--- src/rtl/fetch_if.sv ---
// fetch_if: instruction-memory and decode handshake bundle for the fetch path.
//   imem_req/imem_addr/imem_ack/imem_rdata : word read request to instruction memory
//   instr_valid/instr_ready/instr/instr_pc : fetched instruction offered to decode
//   redirect_valid/kind/base/imm           : flow change reported by decode at accept
// The master modport is the fetch controller; the slave modport is memory plus decode.
interface fetch_if #(
    parameter int DBITS               = 32,
    parameter int IMEM_ADDR_BIT_WIDTH = 11
);
    logic                           imem_req;
    logic [IMEM_ADDR_BIT_WIDTH-1:0] imem_addr;
    logic                           imem_ack;
    logic [DBITS-1:0]               imem_rdata;
    logic                           instr_valid;
    logic                           instr_ready;
    logic [DBITS-1:0]               instr;
    logic [DBITS-1:0]               instr_pc;
    logic                           redirect_valid;
    logic                           redirect_kind;
    logic [DBITS-1:0]               redirect_base;
    logic [DBITS-1:0]               redirect_imm;

    modport master (
        output imem_req, imem_addr, instr_valid, instr, instr_pc,
        input  imem_ack, imem_rdata, instr_ready,
               redirect_valid, redirect_kind, redirect_base, redirect_imm
    );

    modport slave (
        input  imem_req, imem_addr, instr_valid, instr, instr_pc,
        output imem_ack, imem_rdata, instr_ready,
               redirect_valid, redirect_kind, redirect_base, redirect_imm
    );
endinterface

--- src/rtl/fetch_controller.sv ---
// fetch_controller: stall-aware instruction-fetch sequencer.
// Owns the program counter, issues one word read at a time to a variable-latency
// instruction memory, holds each fetched instruction until decode accepts it and
// applies branch/JAL redirects and halt at that accept.
// Ports:
//   clk      : system clock, rising edge
//   reset    : asynchronous active-low reset
//   fif      : fetch_if master (imem request/ack, decode valid/ready, redirect inputs)
//   halt     : level request to stop fetching at the next instruction boundary
//   pc       : address of the current or next request
//   retired  : count of accepted instructions, wraps mod 2^DBITS
module fetch_controller #(
    parameter int               DBITS               = 32,
    parameter logic [DBITS-1:0] START_PC            = 32'h40,
    parameter logic [DBITS-1:0] INST_SIZE           = 32'd4,
    parameter int               IMEM_ADDR_BIT_WIDTH = 11
) (
    input  logic             clk,
    input  logic             reset,
    fetch_if.master          fif,
    input  logic             halt,
    output logic [DBITS-1:0] pc,
    output logic [DBITS-1:0] retired
);

    typedef enum logic [1:0] {
        ST_IDLE   = 2'd0,
        ST_REQ    = 2'd1,
        ST_HOLD   = 2'd2,
        ST_HALTED = 2'd3
    } state_t;

    localparam logic [DBITS-1:0] WORD_MASK = {{(DBITS-2){1'b1}}, 2'b00};

    state_t                         state_r;
    logic [DBITS-1:0]               pc_r;
    logic [IMEM_ADDR_BIT_WIDTH-1:0] imem_addr_r;
    logic [DBITS-1:0]               instr_r;
    logic [DBITS-1:0]               instr_pc_r;
    logic [DBITS-1:0]               retired_r;
    logic [DBITS-1:0]               offset_s;
    logic [DBITS-1:0]               raw_target_s;
    logic [DBITS-1:0]               target_s;
    logic                           accept_s;

    // Word-aligned sum; every redirect target is forced onto a word boundary.
    function automatic logic [DBITS-1:0] align_word(input logic [DBITS-1:0] a,
                                                    input logic [DBITS-1:0] b);
        return (a + b) & WORD_MASK;
    endfunction

    // Next PC after the held instruction is accepted (sequential, branch or JAL).
    always_comb begin
        offset_s     = fif.redirect_imm << 2;
        raw_target_s = instr_pc_r + INST_SIZE;
        if (!fif.redirect_valid) begin
            raw_target_s = instr_pc_r + INST_SIZE;
        end else if (!fif.redirect_kind) begin
            raw_target_s = instr_pc_r + DBITS'(3'd4) + offset_s;
        end else begin
            raw_target_s = fif.redirect_base + offset_s;
        end
        target_s = align_word(raw_target_s, {DBITS{1'b0}});
    end

    assign accept_s = (state_r == ST_HOLD) && fif.instr_ready;

    // Sequencer state, PC and instruction registers.
    always_ff @(posedge clk or negedge reset) begin
        if (!reset) begin
            state_r     <= ST_IDLE;
            pc_r        <= START_PC;
            imem_addr_r <= START_PC[IMEM_ADDR_BIT_WIDTH+1:2];
            instr_r     <= {DBITS{1'b0}};
            instr_pc_r  <= {DBITS{1'b0}};
            retired_r   <= {DBITS{1'b0}};
        end else begin
            case (state_r)
                ST_IDLE: begin
                    state_r <= halt ? ST_HALTED : ST_REQ;
                end
                ST_REQ: begin
                    // Halt does not abort an outstanding read; it waits for accept.
                    if (fif.imem_ack) begin
                        instr_r    <= fif.imem_rdata;
                        instr_pc_r <= pc_r;
                        state_r    <= ST_HOLD;
                    end
                end
                ST_HOLD: begin
                    if (accept_s) begin
                        retired_r   <= retired_r + DBITS'(1'b1);
                        pc_r        <= target_s;
                        imem_addr_r <= target_s[IMEM_ADDR_BIT_WIDTH+1:2];
                        state_r     <= halt ? ST_HALTED : ST_REQ;
                    end
                end
                ST_HALTED: begin
                    if (!halt) begin
                        state_r <= ST_REQ;
                    end
                end
                default: begin
                    state_r <= ST_IDLE;
                end
            endcase
        end
    end

    // Handshake strobes are pure decodes of the state register.
    assign fif.imem_req    = (state_r == ST_REQ);
    assign fif.instr_valid = (state_r == ST_HOLD);
    assign fif.imem_addr   = imem_addr_r;
    assign fif.instr       = instr_r;
    assign fif.instr_pc    = instr_pc_r;
    assign pc              = pc_r;
    assign retired         = retired_r;

endmodule
--- src/flat_wrapper.sv ---
// flat-port wrapper written by rule: the top's interface ports become plain ports
module fetch_controller_flat 
#(
    parameter int               DBITS               = 32,
    parameter logic [DBITS-1:0] START_PC            = 32'h40,
    parameter logic [DBITS-1:0] INST_SIZE           = 32'd4,
    parameter int               IMEM_ADDR_BIT_WIDTH = 11
)
  (clk, reset, halt, pc, retired, fif_imem_req, fif_imem_addr, fif_instr_valid, fif_instr, fif_instr_pc, fif_imem_ack, fif_imem_rdata, fif_instr_ready, fif_redirect_valid, fif_redirect_kind, fif_redirect_base, fif_redirect_imm);
  fetch_if #(.DBITS(DBITS), .IMEM_ADDR_BIT_WIDTH(IMEM_ADDR_BIT_WIDTH)) fif_i ();
  input  logic clk;
  input  logic reset;
  input  logic halt;
  output logic [DBITS-1:0] pc;
  output logic [DBITS-1:0] retired;
  output wire logic [$bits(fif_i.imem_req)-1:0] fif_imem_req;
  output wire logic [$bits(fif_i.imem_addr)-1:0] fif_imem_addr;
  output wire logic [$bits(fif_i.instr_valid)-1:0] fif_instr_valid;
  output wire logic [$bits(fif_i.instr)-1:0] fif_instr;
  output wire logic [$bits(fif_i.instr_pc)-1:0] fif_instr_pc;
  input wire logic [$bits(fif_i.imem_ack)-1:0] fif_imem_ack;
  input wire logic [$bits(fif_i.imem_rdata)-1:0] fif_imem_rdata;
  input wire logic [$bits(fif_i.instr_ready)-1:0] fif_instr_ready;
  input wire logic [$bits(fif_i.redirect_valid)-1:0] fif_redirect_valid;
  input wire logic [$bits(fif_i.redirect_kind)-1:0] fif_redirect_kind;
  input wire logic [$bits(fif_i.redirect_base)-1:0] fif_redirect_base;
  input wire logic [$bits(fif_i.redirect_imm)-1:0] fif_redirect_imm;
  assign fif_imem_req = fif_i.imem_req;
  assign fif_imem_addr = fif_i.imem_addr;
  assign fif_instr_valid = fif_i.instr_valid;
  assign fif_instr = fif_i.instr;
  assign fif_instr_pc = fif_i.instr_pc;
  assign fif_i.imem_ack = fif_imem_ack;
  assign fif_i.imem_rdata = fif_imem_rdata;
  assign fif_i.instr_ready = fif_instr_ready;
  assign fif_i.redirect_valid = fif_redirect_valid;
  assign fif_i.redirect_kind = fif_redirect_kind;
  assign fif_i.redirect_base = fif_redirect_base;
  assign fif_i.redirect_imm = fif_redirect_imm;
  fetch_controller #(.DBITS(DBITS), .START_PC(START_PC), .INST_SIZE(INST_SIZE), .IMEM_ADDR_BIT_WIDTH(IMEM_ADDR_BIT_WIDTH)) u_core (.clk(clk), .reset(reset), .fif(fif_i), .halt(halt), .pc(pc), .retired(retired));
endmodule
--- config.mk ---
export PLATFORM = sky130hd
export DESIGN_NAME = fetch_controller_flat
export DESIGN_NICKNAME = d
export VERILOG_FILES = /design/src/rtl/fetch_if.sv /design/src/rtl/fetch_controller.sv /design/src/flat_wrapper.sv
export SDC_FILE = /design/constraint.sdc
export NUM_CORES = 1
export LEC_CHECK = 0
export CAP_MARGIN = 5
export CELL_PAD_IN_SITES_DETAIL_PLACEMENT = 1
export CELL_PAD_IN_SITES_GLOBAL_PLACEMENT = 1
export CORE_MARGIN = 8
export CORE_UTILIZATION = 30
export CTS_CLUSTER_DIAMETER = 200
export DETAILED_ROUTE_END_ITERATION = 10
export PLACE_DENSITY = 0.78
export SETUP_SLACK_MARGIN = 0.4
export SYNTH_ARGS = -nofsm -noshare
export SYNTH_HDL_FRONTEND = slang
export SYNTH_SLANG_ARGS = --single-unit
--- constraint.sdc ---
create_clock -name clk -period 3.5 [get_ports clk]
set_input_delay 1.05 -clock clk [delete_from_list [all_inputs] [get_ports clk]]
set_output_delay 1.05 -clock clk [all_outputs]
set_load 0.05 [all_outputs]
### Supply network, run 1

Scale bar: 50 µm. Pins as bars on the die edge.
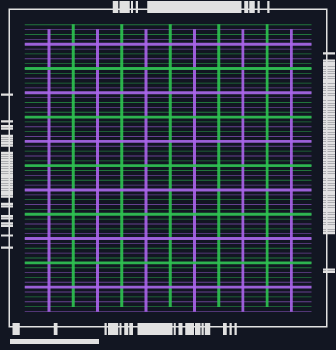
net	colour
VSS	purple
VDD	green
rows	59
met5 straps	11
met1 rails	60
signal pins	244
met4 straps	11
DIE WIDTH: 177 µm
Die Height: 177 µm
CORE AREA: 25800 µm²
maximum vdd drop: 0.600 mV

### Cell classes on the final placement, run 1

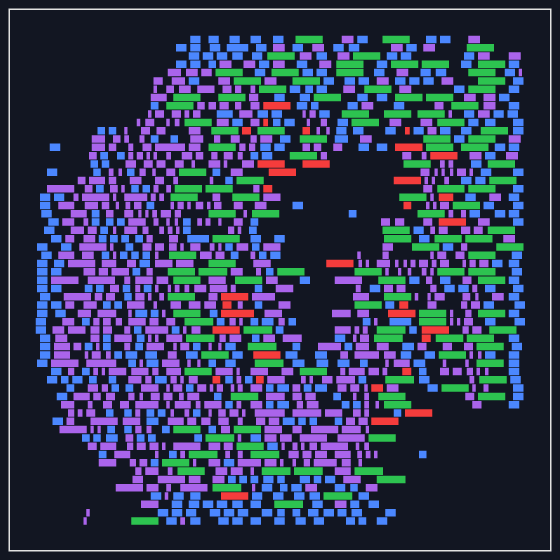
class	colour	cells	share of their area
clock drivers and dummy loads	red	32	4.5%
flip-flops	green	126	25%
other buffers and delay cells	blue	389	28%
all other logic	purple	602	42%
row cnt: 59
final core utilization: 0.512

==> GITHUB_STEP_SUMMARY, run 1 <==
### Flow metrics

| Metric | Value |
|---|---|
| CP Launch Type | `primary input` |
| Max Root-Sink Buffers | `2` |
| Slowest cell on the critical path | `a221oi_4` |
| # nets final | `1276` |
| Non-Clock Inverter Count | `23` |
| CTS tree | `done` |
| Synthesis Warnings | `0` |
| Most common logic cell in the routed design | `clkdlybuf4s50_1` |
| Vias | `7515` |
| YS chip area | `7770 µm²` |
| Final instance area | `13200 µm²` |
| Area delta synth->final | `69.7%` |
| RSZ-0062 raised after global routing | `true` |
| Seq share, synth | `0.406` |
| Clock buf count | `18` |
| DRC Markers | `0` |
| Clk_skew | `18.3 ps` |
| Post-synth EDFFs | `0` |
| Cell area after synthesis | `7770 µm²` |
| Slew @ Worst Pin | `839 ps` |
| Critical Path AT | `3810 ps` |
| Flop count | `126` |
| Worst hold path class | `register to register` |
| Hpwl dp | `22.8 mm` |
| CTS Buf Count | `17` |
| Slew Limit Fails | `0` |
| Initial DRC count | `344` |
| Post-Syn Area per Cell | `10.1 µm²` |
| Largest fanout on the critical path | `8` |
| Total of max-cap violations | `0` |
| Fp util | `0.301` |
| Crit path kind | `primary input to register` |
| Pre-Repair DR Iteration Count | `4` |
| Share of layout cells above drive strength 1 | `0.382` |
| # fillers | `2744` |
| MI comb area | `5300 µm²` |
| Clock-pin transition on the worst setup and hold timing paths | `60 ps` |
| Reg area | `3180 µm²` |
| Worst slew margin | `0.441` |
| Worst setup EP type | `register` |
| Initial antenna violation count | `0` |
| Die area | `31300 µm²` |
| Main area contributors | `dfrtp_1 (40%), mux2_2 (13%), xnor2_1 (6.2%)` |
| GRT Util Overall | `0.188` |
| Antenna Violating Nets Remaining | `0` |
| Post-Route WL | `32.0 mm` |
| Non-clock buffer count | `389` |
| First-pass GRT wire length | `46.5 mm` |
| # setup viols final | `0` |
| Hold-fix buffers, CTS | `0` |
| I/O pins | `244` |
| Htree depth | `4` |
| Number of diodes | `1` |
| Area share of the largest cell type after synthesis | `0.403` |
| Async set-reset flop share out of synthesis | `1.00` |
| Vias in the first global route | `8253` |
| Crit path cell chain | `buf_8 -> buf_12 -> mux2_4 -> fa_2 -> a21o_1 -> a221oi_4 -> o221ai_2 -> o21ai_2 -> a21oi_4 -> nand4_1 -> mux2_4 -> o21ai_2` |
| Non-clock buffer share | `0.275` |
| Fmax | `0.289 GHz` |
| Root buffer cell | `clkbuf_16` |
| Synth area leader | `dfrtp_1` |
| ClkCell Share | `0.0435` |
| Number of synthesized register bits | `126` |
| # Taps | `335` |
| Worst path max stage delay | `420 ps` |
| Final Critical Period | `3470 ps` |
| Yosys cell count | `767` |
| Dominant synthesized flop cell | `dfrtp_1` |
| Seq area share | `0.241` |
| Buf+Inv Stages, Crit Path | `2` |
| Logic share of the area | `0.402` |
| Tool warnings | `38` |
| I/O Buffers | `235` |
| Post-Synthesis Cells | `767` |
| Latency at later pin | `430 ps` |
| Hold_ws | `476 ps` |
| Top Layout Cells | `clkdlybuf4s50_1 (227), buf_4 (132), dfrtp_1 (107)` |
| MI comb cells | `579` |
| Required time of the critical path | `3850 ps` |
| Period utilisation layout | `0.990` |
| Largest net degree at the start of global routing | `61` |
| Unique cell types | `64` |
| Power Dens Cells | `907 nW/µm²` |
| P_leak | `5.66 nW` |
| Outcome | `complete, no violations` |
| Wire per inst | `21.6 µm` |
| Via/cell ratio | `5.06` |
| Biggest Area Class | `combinational gates` |
| Global route total overflow | `0` |
| Final Wtd Congestion | `0.839` |
| Family with the most delay on the worst path | `AND-OR/OR-AND gates` |
| Final Hold Viols | `0` |
| Dpl cell area | `11400 µm²` |
| Sink Count | `126` |
### Routed clock nets over the placement, run 1

Scale bar: 50 µm.
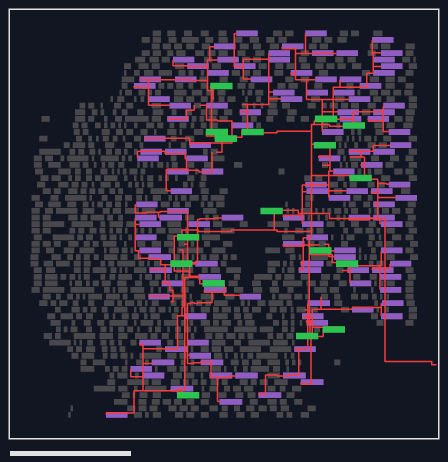
[clock wires] red | length: 1940 µm
[flip-flops] purple | count: 126
[cells driving clock nets] green | count: 17
routed clock nets	18

==> run 1: metal layers <==
metal | GRT usage | share of wire | vias to the layer above
met5 | 0 | 0 | -
met4 | 0.0655 | 0.033 | 0
met3 | 0.0318 | 0.048 | 64
met2 | 0.339 | 0.52 | 229
met1 | 0.222 | 0.40 | 3763
li1 | - | - | 3459
==> run 1: kinds of logic (layout without fill, tap and decap cells) <==
kind of cell	Yosys count	in the layout	synth area share
adder cells (fa/ha/maj)	37	37	0.0606
other	1	5	0.000483
AND-OR/OR-AND	150	150	0.125
flip-flops	126	126	0.406
AND/OR/NAND/NOR	208	208	0.134
XOR/XNOR	82	82	0.0934
multiplexers	98	98	0.141
buffers and inverters	65	444	0.0398
==> run 1: state kept, by name (all words and copies together) (netlist names) <==
| signal | cells |
|---|---|
| u_core.retired | 32 |
| u_core.state_r | 2 |
| u_core.pc | 20 |
| u_core.fif.imem_addr | 10 |
| u_core.fif.instr_pc | 30 |
| u_core.fif.instr | 32 |
==> run 1: repair_timing <==
action                     in CTS  in global routing
hold endpoints to repair        0                  0
gates cloned                    0                  0
pin swaps                      32                 54
gates resized                  99                 95
buffers inserted               25                 11
setup endpoints to repair      25                 25
==> run 1: worst register-to-register path, delay by kind of cell, from the launching register on <==
kind            cells  cell delay, ps
mux                 2             640
xor+xnor            1             170
compound gates      4             670
flops               1             390
fa+ha+maj           1             310
buf+inv             2             270
simple gates        6             920
==> run 1: metrics by stage <==
step	power, mW	util	worst slack [ps]	instances	setup TNS (ps)
2_1_floorplan	6.56	-	77.0	770	0
3_3_place_gp	8.99	0.442	-716	1416	-11870
3_5_place_dp	9.17	0.442	-802	1416	-13840
4_1_cts	11.4	0.490	80.1	1473	0
5_1_grt	12.5	0.511	-175	1484	-559
6_report	12.0	0.512	34.4	1485	0
==> run 1: cell usage after synthesis (18+ instances only) <==
cell / count
ha_1: 36
inv_1: 23
nand3_1: 30
nand4_1: 19
xnor2_1: 55
nor2_1: 42
nand2_1: 73
a21oi_1: 44
clkbuf_1: 18
dfrtp_1: 125
mux2_2: 90
o21ai_0: 38
xor2_1: 26
==> run 1: power breakdown <==
part	internal, mW	switching, mW
Sequential	2.00	0.504
Combinational	3.15	4.57
Clock	1.01	0.731
==> run 1: final timing paths <==
path,from,end,slack (ps),cells past startpoint
max,fif_redirect_kind,u_core.pc[30]$_DFFE_PN0P_,30,12
min,u_core.retired[31]$_DFFE_PN0P_,u_core.retired[31]$_DFFE_PN0P_,480,1
max reg2reg,u_core.fif.instr_pc[8]$_DFFE_PN0P_,u_core.pc[30]$_DFFE_PN0P_,50,16
min reg2reg,u_core.retired[31]$_DFFE_PN0P_,u_core.retired[31]$_DFFE_PN0P_,480,1
max in group asynchronous,reset,u_core.fif.instr[15]$_DFFE_PN0P_,1970,2
min in group asynchronous,reset,u_core.fif.imem_addr[2]$_DFFE_PN0P_,730,1
### Clock routing, run 1

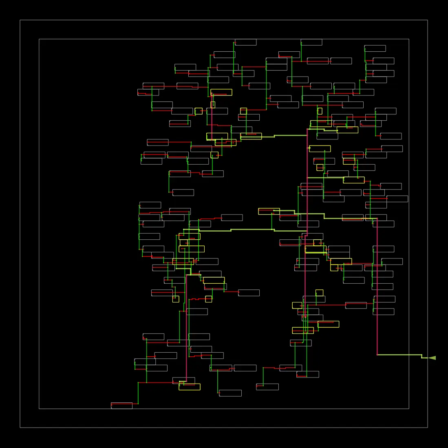

==> inputs of run 2 (changes only) <==
--- a/config.mk
+++ b/config.mk
@@ -11,9 +11,11 @@
 export CORE_MARGIN = 8
 export CORE_UTILIZATION = 30
 export CTS_CLUSTER_DIAMETER = 200
+export CTS_CLUSTER_SIZE = 28
 export DETAILED_ROUTE_END_ITERATION = 10
 export PLACE_DENSITY = 0.78
 export SETUP_SLACK_MARGIN = 0.4
 export SYNTH_ARGS = -nofsm -noshare
 export SYNTH_HDL_FRONTEND = slang
 export SYNTH_SLANG_ARGS = --single-unit
+export TNS_END_PERCENT = 20
### Clock routing, run 2

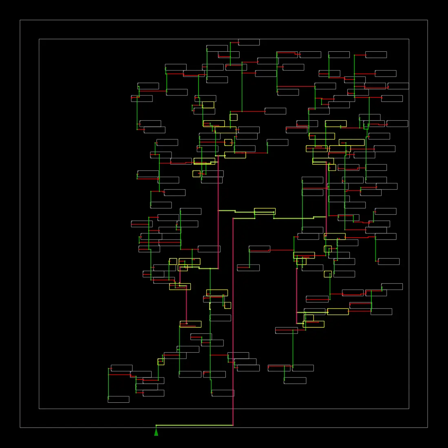
flop count: 126
CTS Buf Count: 17
clock-net power: 1.84 mW
clk_skew: 14.9 ps

==> run 2 against run 1 <==
Compared with the run above: hold slack gained 5.8 ps; combinational power shrank 6.2%; critical endpoint is now u_core.pc[31]$_DFFE_PN0P_; register-to-register slack is essentially flat; die size is the same; via count shrank 2.4%; core utilization shrank 1.5 points; largest cell class unchanged; critical path depth grew 5; clock power grew 6%; non-clock buffer count shrank 10; synthesized area is the same; power shrank 3.1%; clock-buffer cell count is the same.
==> GITHUB_STEP_SUMMARY, run 2 <==
### Flow metrics

| Metric | Value |
|---|---|
| First-pass GRT wire length | `45.8 mm (-1.6%)` |
| Clock-pin transition on the worst setup and hold timing paths | `70 ps (about the same)` |
| Pre-Repair DR Iteration Count | `4 (unchanged)` |
| GRT Util Overall | `0.186 (-0.00182)` |
| Crit Reg-Reg Endpoint | `u_core.pc[31]$_DFFE_PN0P_` |
| Area share of the largest cell type after synthesis | `0.403 (unchanged)` |
| Fp util | `0.301 (unchanged)` |
| Main area contributors | `dfrtp_1 (40%), mux2_2 (13%), xnor2_1 (6.2%)` |
| Latency at later pin | `420 ps (about the same)` |
| R2r setup slk | `50 ps (about the same)` |
| Total of max-cap violations | `0 (unchanged)` |
| Final instance area | `12800 µm² (-2.9%)` |
| Min-delay src | `u_core.retired[31]$_DFFE_PN0P_` |
| Global route total overflow | `0 (unchanged)` |
| Hold_ws | `482 ps (+5.77 ps)` |
| Final Wtd Congestion | `0.829 (-1.1%)` |
| Worst hold path class | `register to register` |
| Critical Path AT | `3750 ps (-60 ps)` |
| Unique cell types | `64 (unchanged)` |
| Top Layout Cells | `clkdlybuf4s50_1 (228), buf_4 (132), dfrtp_1 (107)` |
| Worst slew margin | `0.596 (+0.155)` |
| Hpwl dp | `22.7 mm (-0.44%)` |
| Final Critical Period | `3450 ps (-20.0 ps)` |
| Number of diodes | `0 (-1)` |
| Post-Syn Area per Cell | `10.1 µm² (unchanged)` |
| R2R Path Start | `u_core.fif.instr_pc[13]$_DFFE_PN0P_` |
| CORE AREA | `25800 µm² (unchanged)` |
| Row cnt | `59 (unchanged)` |
| Period utilisation layout | `0.984 (-0.00571)` |
| Outcome | `complete, no violations` |
| WHS Path Cells | `1 (unchanged)` |
| DRC Markers | `0 (unchanged)` |
| DIE WIDTH | `177 µm (unchanged)` |
| CP Launch Type | `register` |
| YS chip area | `7770 µm² (unchanged)` |
| Area delta synth->final | `64.7%` |
| Max Root-Sink Buffers | `2 (unchanged)` |
| Share of layout cells above drive strength 1 | `0.346 (-0.0362)` |
| Final Hold Viols | `0 (unchanged)` |
| Post-synth top cells | `dfrtp_1 (125), mux2_2 (90), nand2_1 (73)` |
| Dpl cell area | `11400 µm² (-0.30%)` |
| Top-count cell post-synth | `dfrtp_1` |
| Die area | `31300 µm² (unchanged)` |
| I/O Buffers | `235 (unchanged)` |
| Slew @ Worst Pin | `604 ps (-235 ps)` |
| Cell area after synthesis | `7770 µm² (unchanged)` |
| Tool warnings | `38 (unchanged)` |
| Post-synth EDFFs | `0 (unchanged)` |
| # fillers | `2798 (+2.0%)` |
| R2r worst-path depth | `17 (+1)` |
| Most common logic cell in the routed design | `clkdlybuf4s50_1` |
| Maximum vdd drop | `0.481 mV (-20%)` |
| Die Height | `177 µm (unchanged)` |
| Initial antenna violation count | `0 (unchanged)` |
| # setup viols final | `0 (unchanged)` |
| Seq share, synth | `0.406 (unchanged)` |
| Yosys cell count | `767 (unchanged)` |
| Initial DRC count | `359 (+4.4%)` |
| Worst setup EP type | `register` |
| Slew Limit Fails | `0 (unchanged)` |
| Power Dens Cells | `906 nW/µm² (-0.21%)` |
| Number of synthesized register bits | `126 (unchanged)` |
| Required time of the critical path | `3800 ps (-50 ps)` |
| WHS Endpoint | `u_core.retired[31]$_DFFE_PN0P_` |
| Via/cell ratio | `4.97 (-1.7%)` |
| Htree depth | `4 (unchanged)` |
| Dominant synthesized flop cell | `dfrtp_1` |
| Fmax | `0.290 GHz (+0.58%)` |
| RSZ-0062 raised after global routing | `true` |
| Largest fanout on the critical path | `5 (-3)` |
| Largest net degree at the start of global routing | `63 (+3.3%)` |
| Synthesis Warnings | `0 (unchanged)` |
| Antenna Violating Nets Remaining | `0 (unchanged)` |
| P_leak | `5.55 nW (-2.0%)` |
| Async set-reset flop share out of synthesis | `1.00 (unchanged)` |
| # nets final | `1266 (-0.78%)` |
| Root buffer cell | `clkbuf_16` |
| Post-Synthesis Cells | `767 (unchanged)` |
| Sink Count | `126 (unchanged)` |
| Vias in the first global route | `8121 (-1.6%)` |
| I/O pins | `244 (unchanged)` |
| Crit path kind | `register to register` |
| Synth area leader | `dfrtp_1` |
| CTS tree | `done` |
| Wire per inst | `20.7 µm (-4.2%)` |
### Routed metal, one colour a layer, run 2

Scale bar: 50 µm.
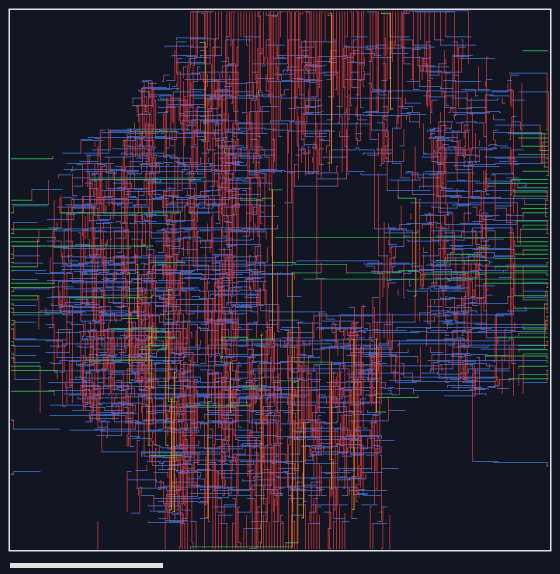
layer	colour	wire length
met1	blue	12100 µm
met4	orange	877 µm
met2	red	16100 µm
met3	green	1380 µm
vias: 7333
Post-Route WL: 30.5 mm

-- run 2: netlist changes by cell type in the layout (fill, tap and decap cells not counted), sizes merged --
| cell | before | now |
|---|---|---|
| clkinvlp | 4 | 2 |
| buf | 156 | 146 |
| bufinv | 1 | 2 |
| clkinv | 4 | 2 |
| dlymetal6s2s | 1 | 0 |
| clkdlybuf4s50 | 227 | 228 |
| diode | 1 | 0 |
| inv | 28 | 31 |
-- run 2: cells by family (layout without fill, tap and decap cells) --
family / after synthesis / in the layout / share of synthesized area
AOI/OAI and AO/OA: 150 / 150 / 0.125
muxes: 98 / 98 / 0.141
and+or+nand+nor: 208 / 208 / 0.134
buffers and inverters: 65 / 434 / 0.0398
DFF: 126 / 126 / 0.406
adders and majority gates: 37 / 37 / 0.0606
xor gates and xnor gates: 82 / 82 / 0.0934
other: 1 / 4 / 0.000483
-- run 2: power by group --
group	switching (mW)	internal, mW
clock	0.744	1.10
combinational	4.26	2.98
sequential	0.511	2.00
-- run 2: critical path, cell delays in order (launching register included) --
cell	delay, ps
dfrtp_2	390
nand4_4	190
inv_1	170
and3_1	280
nand2_1	140
xnor2_2	180
mux2_2	310
ha_4	320
nand2_2	110
buf_4	160
nor2_2	130
o32ai_1	90
a31oi_1	220
buf_4	190
nand2_1	80
a21oi_2	160
xnor2_1	130
o21ai_1	70
-- run 2: final cells by class --
type	instances	area (µm²)	share of cell area
clock inverters	14	170	0.0133
multi-input cells	579	4990	0.390
inverters	23	86.3	0.00675
repair buffers	379	3510	0.275
clock buffers	18	439	0.0343
well taps	335	419	0.0328
flip-flops and latches	126	3180	0.248
-- run 2: routing by layer --
metal	routed length [µm]	part of all wire	vias up	global-route usage
met2	16100	0.53	194	0.342
li1	-	-	3425	-
met1	12100	0.40	3661	0.213
met4	876	0.029	0	0.0729
met5	0	0	-	0
met3	1380	0.045	53	0.0284
-- run 2: worst max-delay path by stage --
stage                                        start                   endpoint  cells past startpoint
2_1_floorplan   u_core.fif.instr_pc[6]$_DFFE_PN0P_  u_core.pc[31]$_DFFE_PN0P_                     16
3_3_place_gp                     fif_redirect_kind  u_core.pc[30]$_DFFE_PN0P_                     12
3_5_place_dp                     fif_redirect_kind  u_core.pc[30]$_DFFE_PN0P_                     12
4_1_cts         u_core.fif.instr_pc[8]$_DFFE_PN0P_  u_core.pc[31]$_DFFE_PN0P_                     17
5_1_grt        u_core.fif.instr_pc[13]$_DFFE_PN0P_  u_core.pc[31]$_DFFE_PN0P_                     17
6_report       u_core.fif.instr_pc[13]$_DFFE_PN0P_  u_core.pc[31]$_DFFE_PN0P_                     17
-- run 2: per-stage QoR --
step                TNS, ps  setup slack [ps]  power, mW   util  std cells
floorplan                 0              77.0       6.54      -        770
global placement     -11240              -677       8.98  0.441       1415
detailed placement   -12600              -714       9.14  0.441       1415
CTS                       0               141       11.3  0.483       1467
global route           -176              -114       12.1  0.497       1474
finish                    0              54.4       11.6  0.497       1474
-- run 2: what timing repair did --
item                       CTS  global route
hold buffers                 0             0
resized                     69            55
pin swaps                   26            34
setup endpoints to repair   24            23
cloned                       1             0
buffers inserted            19             7
==> inputs of run 3 (changes only) <==
--- a/config.mk
+++ b/config.mk
@@ -13,7 +13,9 @@
 export CTS_CLUSTER_DIAMETER = 200
 export CTS_CLUSTER_SIZE = 28
 export DETAILED_ROUTE_END_ITERATION = 10
-export PLACE_DENSITY = 0.78
+export DONT_BUFFER_PORTS = 1
+export PLACE_DENSITY = 0.61
+export RECOVER_POWER = 50
 export SETUP_SLACK_MARGIN = 0.4
 export SYNTH_ARGS = -nofsm -noshare
 export SYNTH_HDL_FRONTEND = slang
### Routed clock nets over the placement, run 3

Scale bar: 50 µm.
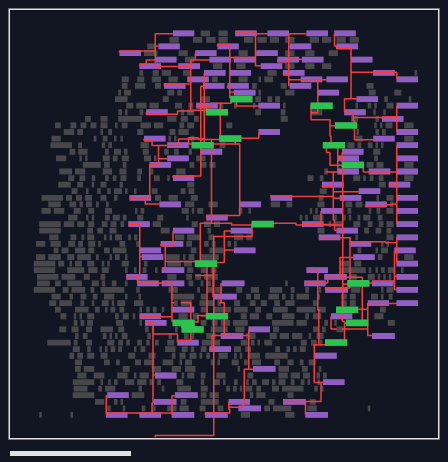
[cells driving clock nets] green | count: 17
[flip-flops] purple | count: 126
[clock wires] red | length: 2040 µm
routed clock nets	18

==> run 3 against run 2 <==
Compared with the run above: the run now ends with capacitance limit, slew limit left; via count down 18%; non-clock buffer count down 280; largest power group is now registers; die size unchanged; critical endpoint unchanged; power is 16% lower; synthesized cell count unchanged; synthesized area unchanged.
==> GITHUB_STEP_SUMMARY, run 3 <==
### Flow metrics

| Metric | Value |
|---|---|
| CTS Buf Count | `17 (unchanged)` |
| Largest fanout on the critical path | `5 (unchanged)` |
| Total of max-cap violations | `1 (+1)` |
| Slew @ Worst Pin | `1590 ps (+987 ps)` |
| Post-Synthesis Cells | `767 (unchanged)` |
| Dominant synthesized flop cell | `dfrtp_1` |
| RSZ-0062 raised after global routing | `true` |
| Crit path kind | `register to register` |
| Area delta synth->final | `27.3%` |
| Required time of the critical path | `3800 ps (about the same)` |
| Period utilisation layout | `0.972 (-0.0120)` |
| Maximum vdd drop | `0.368 mV (-23%)` |
| P_leak | `4.34 nW (-22%)` |
| Area share of the largest cell type after synthesis | `0.403 (unchanged)` |
| I/O pins | `244 (unchanged)` |
| Final Critical Period | `3400 ps (-42.1 ps)` |
| Vias | `6041 (-18%)` |
| # nets final | `986 (-22%)` |
| Number of synthesized register bits | `126 (unchanged)` |
| Tool warnings | `40 (+5.3%)` |
| Largest net degree at the start of global routing | `127 (+100%)` |
| Cell area after synthesis | `7770 µm² (unchanged)` |
| Post-synth top cells | `dfrtp_1 (125), mux2_2 (90), nand2_1 (73)` |
| Worst setup EP type | `register` |
| Fp util | `0.301 (unchanged)` |
| Post-Syn Area per Cell | `10.1 µm² (unchanged)` |
| Global route total overflow | `0 (unchanged)` |
| Sink Count | `126 (unchanged)` |
| Slew Limit Fails | `63 (+63)` |
| Die Height | `177 µm (unchanged)` |
| DRC Markers | `0 (unchanged)` |
| Final Hold Viols | `0 (unchanged)` |
| Max Root-Sink Buffers | `2 (unchanged)` |
| Post-Route WL | `25.9 mm (-15%)` |
| Htree depth | `4 (unchanged)` |
| Pre-Repair DR Iteration Count | `4 (unchanged)` |
| Via/cell ratio | `5.06 (+1.8%)` |
| Worst slew margin | `-0.0646 (-0.661)` |
| Initial DRC count | `188 (-48%)` |
| Yosys cell count | `767 (unchanged)` |
| Failing checks | `capacitance limit, slew limit` |
| Hpwl dp | `19.8 mm (-13%)` |
| Unique cell types | `64 (unchanged)` |
| Clock-pin transition on the worst setup and hold timing paths | `60 ps (about the same)` |
| Most common logic cell in the routed design | `dfrtp_1` |
| Clk_skew | `14.7 ps (-0.185 ps)` |
| CTS tree | `done` |
| Final Wtd Congestion | `0.823 (-0.78%)` |
| Final core utilization | `0.384 (-0.113)` |
| Critical Path AT | `3700 ps (-50 ps)` |
| Wire per inst | `21.7 µm (+4.9%)` |
| Root buffer cell | `clkbuf_16` |
| YS chip area | `7770 µm² (unchanged)` |
| Die area | `31300 µm² (unchanged)` |
| Vias in the first global route | `6636 (-18%)` |
| Tot Pwr | `9.78 mW (-16%)` |
| Initial antenna violation count | `1 (+1)` |
| # setup viols final | `0 (unchanged)` |
| Hold_ws | `347 ps (-134 ps)` |
| Post-synth EDFFs | `0 (unchanged)` |
| CP Launch Type | `register` |
| Hold-fix buffers, CTS | `0 (unchanged)` |
| Main area contributors | `dfrtp_1 (40%), mux2_2 (13%), xnor2_1 (6.2%)` |
| Synthesis Warnings | `0 (unchanged)` |
| Async set-reset flop share out of synthesis | `1.00 (unchanged)` |
| Top-count cell post-synth | `dfrtp_1` |
| Fmax | `0.294 GHz (+1.2%)` |
| CORE AREA | `25800 µm² (unchanged)` |
| Seq share, synth | `0.406 (unchanged)` |
| Outcome | `finished, violations left` |
| Top Layout Cells | `dfrtp_1 (107), buf_4 (89), mux2_2 (84)` |
| Share of layout cells above drive strength 1 | `0.377 (+0.0310)` |
| GRT Util Overall | `0.164 (-0.0224)` |
| I/O Buffers | `0 (-100%)` |
| Synth area leader | `dfrtp_1` |
| DIE WIDTH | `177 µm (unchanged)` |
| Latency at later pin | `420 ps (about the same)` |
| First-pass GRT wire length | `39.7 mm (-13%)` |
| Setup TNS | `0 ps (unchanged)` |
| Antenna Violating Nets Remaining | `0 (unchanged)` |
| Worst hold path class | `primary input to async pin` |
| Row cnt | `59 (unchanged)` |
| Power Dens Cells | `989 nW/µm² (+9.2%)` |
### Cell classes on the final placement, run 3

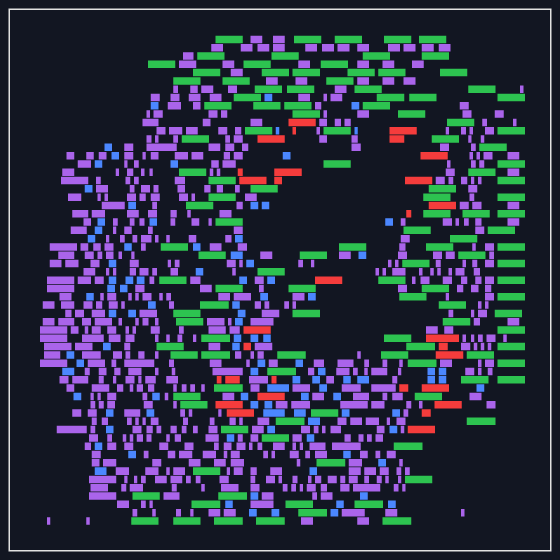
class	colour	cells	share of their area
other buffers and delay cells	blue	99	8.3%
flip-flops	green	126	34%
all other logic	purple	602	52%
clock drivers and dummy loads	red	30	5.8%

-- run 3: cell counts after synthesis --
No cell type changed its count.
-- run 3: worst paths after layout --
kind | startpoint | to | slack [ps] | depth (start not counted)
max | u_core.fif.instr_pc[9]$_DFFE_PN0P_ | u_core.pc[31]$_DFFE_PN0P_ | 100 | 17
min | reset | u_core.fif.instr_pc[4]$_DFFE_PN0P_ | 350 | 0
max reg2reg | u_core.fif.instr_pc[9]$_DFFE_PN0P_ | u_core.pc[31]$_DFFE_PN0P_ | 100 | 17
min reg2reg | u_core.fif.instr_pc[24]$_DFFE_PN0P_ | u_core.fif.instr_pc[24]$_DFFE_PN0P_ | 620 | 1
max in group asynchronous | reset | u_core.fif.imem_addr[4]$_DFFE_PN1P_ | 2950 | 0
min in group clk | u_core.fif.instr_pc[24]$_DFFE_PN0P_ | u_core.fif.instr_pc[24]$_DFFE_PN0P_ | 620 | 1
-- run 3: per-layer routing --
metal | up-vias | global-route usage | wire (µm)
met1 | 2997 | 0.189 | 10500
li1 | 2871 | - | -
met2 | 147 | 0.287 | 13200
met4 | 0 | 0.0609 | 567
met3 | 26 | 0.0418 | 1610
met5 | - | 0 | 0
-- run 3: power by group --
part | internal, mW | leakage [nW] | switching, mW
combinational | 1.77 | 2.54 | 2.26
sequential | 1.96 | 1.53 | 2.11
clock | 1.00 | 0.268 | 0.673
-- run 3: metrics by stage --
step / std cells / area (µm²) / setup WS [ps]
after CTS: 1190 / 9690 / 97.9
after global placement: 1147 / 8760 / -58.1
after floorplan: 770 / 7930 / 77.0
final: 1193 / 9890 / 96.6
after detailed placement: 1147 / 8760 / -76.1
after global routing: 1193 / 9890 / -78.5
-- run 3: final cells by class --
cell class / count / area, µm²
repair buffers: 99 / 783
clock buffers: 20 / 457
diodes: 1 / 2.50
well taps: 335 / 419
flip-flops and latches: 126 / 3180
clock inverters: 10 / 91.3
fillers: 2837 / 15900
inverters: 23 / 86.3
multi-input cells: 579 / 4870
-- run 3: worst max-delay path: stages (launching register included) --
cell and delay, ps:
dfrtp_2 390, nand3_4 90, buf_4 140, nor3_4 210, buf_12 140, buf_12 110
buf_6 110, nand4_1 160, xnor2_2 240, mux2_4 320, ha_4 220, a21o_1 160
a21o_1 190, a21o_1 190, a2111oi_4 310, a21oi_2 100, xnor2_1 140, o21ai_1 70
-- run 3: cell families after synthesis --
kind of cell    Yosys count  share of synthesized area
simple gates            208                      0.134
compound gates          150                      0.125
flops                   126                      0.406
mux                      98                      0.141
xor+xnor                 82                     0.0934
buf+inv                  65                     0.0398
fa+ha+maj                37                     0.0606
other cells               1                   0.000483
-- run 3: timing repair --
item,4_1_cts,5_1_grt
setup endpoints to repair,20,23
pin swaps,20,10
cloned,0,0
gates resized,47,37
buffers inserted,13,2
Power is estimated from default activity; no workload was simulated.
